## src/rtl/pipe_pkg.sv

```systemverilog
// Shared pipeline types and constants.
// Used by the IF stage and by the ID/hazard logic.
package pipe_pkg;

  localparam int unsigned ADDR_W = 32;

  localparam logic [ADDR_W-1:0] RESET_PC = 32'h0000_0000;

  // sll $0,$0,0
  localparam logic [31:0] NOP_INSTR = 32'h0000_0000;

  typedef struct packed {
    logic [31:0]       instr;
    logic [ADDR_W-1:0] pcplus4;
    logic              valid;
  } ifid_t;

  localparam ifid_t IFID_BUBBLE = '{
    instr:   NOP_INSTR,
    pcplus4: '0,
    valid:   1'b0
  };

endpackage

```

## src/rtl/pipe_ifid_reg.sv

```systemverilog
// Pipeline register with reset, bubble-load and hold.
// Priority: reset > bubble > hold > load.
module pipe_ifid_reg
  import pipe_pkg::*;
(
  input  logic  clk,
  input  logic  rst_n,
  input  logic  hold,
  input  logic  bubble,
  input  ifid_t d,
  output ifid_t q
);

  // register update, synchronous active-low reset
  always_ff @(posedge clk) begin
    if (!rst_n) begin
      q <= IFID_BUBBLE;
    end else if (bubble) begin
      q <= IFID_BUBBLE;
    end else if (!hold) begin
      q <= d;
    end
  end

endmodule

```

## src/rtl/pipe_fetch.sv

```systemverilog
// Instruction-fetch stage: PC register, redirect mux, IF/ID.
// Optional hold/flush counters under FETCH_STATS_EN.
module pipe_fetch
  import pipe_pkg::*;
#(
  parameter int unsigned       ADDR_W    = pipe_pkg::ADDR_W,
  parameter logic [ADDR_W-1:0] RESET_PC  = pipe_pkg::RESET_PC,
  parameter logic [31:0]       NOP_INSTR = pipe_pkg::NOP_INSTR
) (
  input  logic              clk,
  input  logic              rst_n,
  input  logic              PCwrite,
  input  logic              IFIDwrite,
  input  logic              branch_taken,
  input  logic [ADDR_W-1:0] branch_target,
  output logic [ADDR_W-1:0] imem_addr,
  input  logic [31:0]       imem_rdata,
  output logic [31:0]       IFIDInstr,
  output logic [ADDR_W-1:0] IFIDPCplus4,
`ifdef FETCH_STATS_EN
  output logic [15:0]       hold_cnt,
  output logic [15:0]       flush_cnt,
`endif
  output logic              IFIDValid
);

  logic [ADDR_W-1:0] pc;
  logic [ADDR_W-1:0] pcPlus4;
  logic              ifidBubble;
  ifid_t             ifidD;
  ifid_t             ifidQ;

  assign pcPlus4   = pc + ADDR_W'(4);
  assign imem_addr = pc;

  // PC register: reset > redirect > hold > advance
  always_ff @(posedge clk) begin
    if (!rst_n) begin
      pc <= RESET_PC;
    end else if (branch_taken) begin
      pc <= {branch_target[ADDR_W-1:2], 2'b00};
    end else if (!PCwrite) begin
      pc <= pcPlus4;
    end
  end

  // held PC with free IF/ID loads a bubble, never a duplicate
  always_comb begin
    ifidBubble    = branch_taken | (PCwrite & ~IFIDwrite);
    ifidD.instr   = imem_rdata;
    ifidD.pcplus4 = pcPlus4;
    ifidD.valid   = 1'b1;
  end

  pipe_ifid_reg uIfid (
    .clk    (clk),
    .rst_n  (rst_n),
    .hold   (IFIDwrite),
    .bubble (ifidBubble),
    .d      (ifidD),
    .q      (ifidQ)
  );

  assign IFIDInstr   = ifidQ.instr;
  assign IFIDPCplus4 = ifidQ.pcplus4;
  assign IFIDValid   = ifidQ.valid;

`ifdef FETCH_STATS_EN
  logic [15:0] holdCnt;
  logic [15:0] flushCnt;

  // saturating hold and flush counters
  always_ff @(posedge clk) begin
    if (!rst_n) begin
      holdCnt  <= '0;
      flushCnt <= '0;
    end else begin
      if (PCwrite && !branch_taken && holdCnt != 16'hFFFF)
        holdCnt <= holdCnt + 16'd1;
      if (branch_taken && flushCnt != 16'hFFFF)
        flushCnt <= flushCnt + 16'd1;
    end
  end

  assign hold_cnt  = holdCnt;
  assign flush_cnt = flushCnt;
`endif

endmodule

```

## config.mk

```make
export PLATFORM = sky130hd
export DESIGN_NAME = pipe_fetch
export DESIGN_NICKNAME = d
export VERILOG_FILES = /design/src/rtl/pipe_pkg.sv /design/src/rtl/pipe_ifid_reg.sv /design/src/rtl/pipe_fetch.sv
export SDC_FILE = /design/constraint.sdc
export NUM_CORES = 1
export LEC_CHECK = 0
export CAP_MARGIN = 5
export CORE_ASPECT_RATIO = 0.7
export CORE_MARGIN = 1.5
export CORE_UTILIZATION = 30
export CTS_CLUSTER_SIZE = 30
export DETAILED_ROUTE_END_ITERATION = 7
export PLACE_DENSITY_LB_ADDON = 0.05
export SYNTH_ARGS = -nofsm -noshare
export SYNTH_HDL_FRONTEND = slang
export SYNTH_SLANG_ARGS = --single-unit
export TNS_END_PERCENT = 50
```

## constraint.sdc

```tcl
create_clock -name clk -period 2.15 [get_ports clk]
set_input_delay 0.645 -clock clk [delete_from_list [all_inputs] [get_ports clk]]
set_output_delay 0.645 -clock clk [all_outputs]
set_load 0.03 [all_outputs]
```

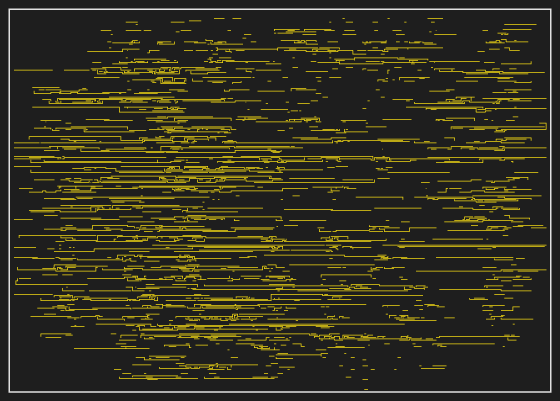
Run 1: M1 wires
share of all routed wire = 55%
main direction = horizontal

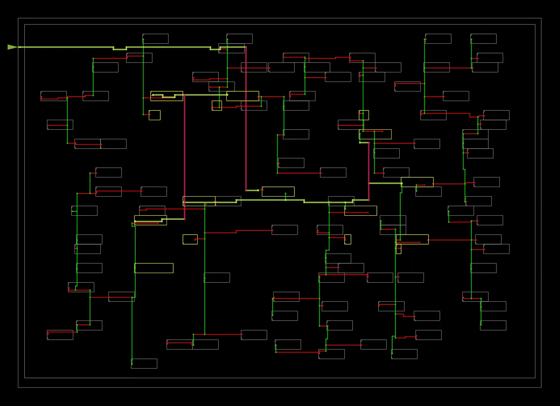
Run 1: clock routing
TritonCTS Buffers: 9
Late-Pin Clk Latency: 0.34 ns
Worst Skew: 0.008598 ns
# clock sinks: 93
Seq cells: 93

==> run notes, run 1 <==
flow finished, numbers: status=completed, CTS tree=yes, Iter 0 DRT Violations=roughly 280, unrepaired setup endpoints after global routing=no, initial antenna violation count=0, Worst setup EP type=output pin, Synth area leader=dfxtp_1, Final non-clock buffer share=around 29%, P_clk=about 1.6 mW, clk tree area frac=roughly 4.4%, comb_multi_in=roughly 360, Post-synth top cells=dfxtp_1 (93), nor2_1 (61), a21oi_1 (42), mux2i_1 (38), xnor2_1 (35), final hold vios=0, Worst VDD drop=0.0003576 V, # port buffers=159, vias in the first global route=3828, crit-path cells=clkdlybuf4s50_1, internal power=3.083 mW, HPWL after DPL=10140 um, DP Worst Slack=-0.1505 ns, Critical Path End=imem_addr[8], Synth Instances=516, cts hold-fix bufs=0, number of cells in Yosys stat=slightly above 500, Max Clk Rate=487.7 MHz, Clock Tree Root=clkbuf_16, critical path startpoint=imem_addr[8], CP bufs+invs=1, ys async rst share=0%, # Post-CTS Setup Buffers=0, Combinational Power Share=18.3%, Top non-seq family=simple AND/OR/NAND/NOR gates, CLK BUF=10, Synth area leaders=dfxtp_1 (42%), mux2i_1 (8.5%), xnor2_1 (6.9%), routability congestion estimate from global placement=between 0.8 and 0.9, via count=slightly above 4000, Pwr Total=4.262 mW, Vias/cell=4.516, GR met2 Demand/Resource=23.81%, EDFF count, synth=0, MUX share of area=8.506%, GRT Total Usage=17.30%, fin area=0.006810 mm2, Endpoint, Worst Hold=uIfid.q[0], DR WL met2=around 5100 um, YS warnings=0, H-Tree Depth=3, Compound Share, Synth=12.12%
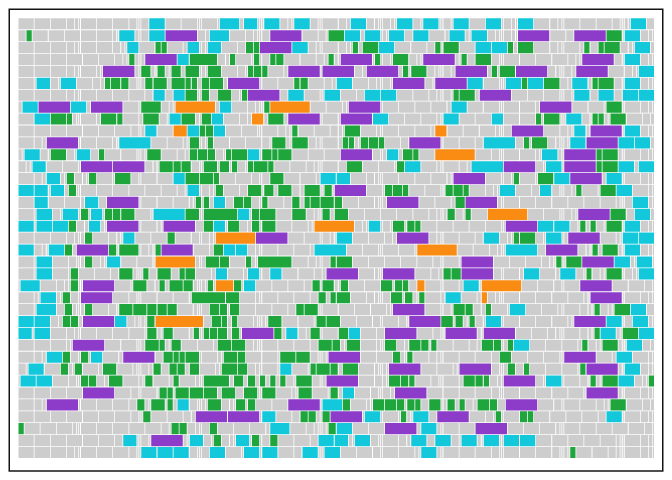
Run 1: cells colored by class
Fill, decap, tap and diode cells in gray.
purple -> flip-flops  # cells 93, share of their area 28%
cyan -> other buffers and delay cells  # cells 202, share of their area 30%
green -> all other logic  # cells 385, share of their area 37%
orange -> clock drivers and dummy loads  # cells 16, share of their area 4.6%

==> run 2: changes to the inputs <==
- CTS_CLUSTER_SIZE: 30 -> 28
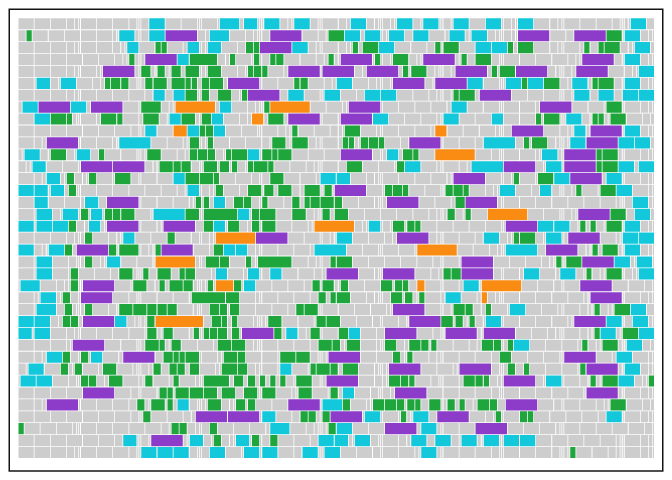
Run 2: cells colored by class
Fill, decap, tap and diode cells in gray.
purple -> flip-flops  # cells 93, share of their area 28%
cyan -> other buffers and delay cells  # cells 202, share of their area 30%
green -> all other logic  # cells 385, share of their area 37%
orange -> clock drivers and dummy loads  # cells 16, share of their area 4.6%
Layout Utilization: 46.55%
sequential share of cell area: 27.34%

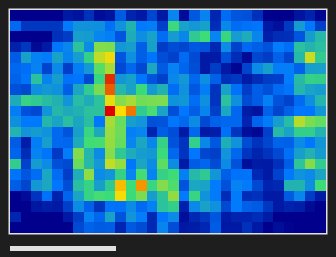
Run 2: wiring heat map
The bar under the picture is 50 um long. The die is cut into 30 by 21 equal tiles; dark blue is low, red is high, scaled to the fullest tile. Values are wire area over tile area, all layers added.
fullest tile = 0.52
mean over tiles = 0.13
emptiest ninth of the die = bottom right
tiles over half the peak = 8.1%
nearly empty tiles = 6.2%
via count: 4024
DR WL/cell: 14.86 um

==> run notes, run 2 <==
flow finished, numbers: DP Worst Slack=-0.1505 ns (unchanged), internal power=3.083 mW (unchanged), fin area=0.006810 mm2 (unchanged), ys async rst share=0% (unchanged), EDFF count, synth=0 (unchanged), GRT Total Usage=17.30% (unchanged), # clock sinks=93 (unchanged), initial antenna violation count=0 (unchanged), Top non-seq family=simple AND/OR/NAND/NOR gates, Iter 0 DRT Violations=284 (unchanged), Critical Path End=imem_addr[8], Max Clk Rate=487.7 MHz (unchanged), Synth area leaders=dfxtp_1 (42%), mux2i_1 (8.5%), xnor2_1 (6.9%), Compound Share, Synth=12.12% (unchanged), Worst Skew=0.008598 ns (unchanged), cts hold-fix bufs=0 (unchanged), CTS tree=yes, clk tree area frac=4.391% (unchanged), Worst setup EP type=output pin, DR WL met2=5092 um (unchanged), comb_multi_in=363 (unchanged), Late-Pin Clk Latency=0.34 ns (about the same), final hold vios=0 (unchanged), Worst Path Class, Setup=reg -> out, # port buffers=159 (unchanged), critical path startpoint=imem_addr[8], Seq cells=93 (unchanged), Clock Tree Root=clkbuf_16, Crit path depth=1, MUX share of area=8.506% (unchanged), CP bufs+invs=1 (unchanged), H-Tree Depth=3 (unchanged), vias in the first global route=3828 (unchanged), status=completed, Combinational Power Share=18.3% (about the same), TritonCTS Buffers=9 (unchanged), Synth area leader=dfxtp_1, Tool Warnings=28, GR met2 Demand/Resource=23.81% (unchanged), Endpoint, Worst Hold=uIfid.q[0], unrepaired setup endpoints after global routing=no, CLK BUF=10 (unchanged), Worst VDD drop=0.0003576 V (unchanged), Vias/cell=4.516 (unchanged), # Post-CTS Setup Buffers=0 (unchanged), Pwr Total=4.262 mW (unchanged), HPWL after DPL=10140 um (unchanged)
Power and IR drop assume default switching activity.
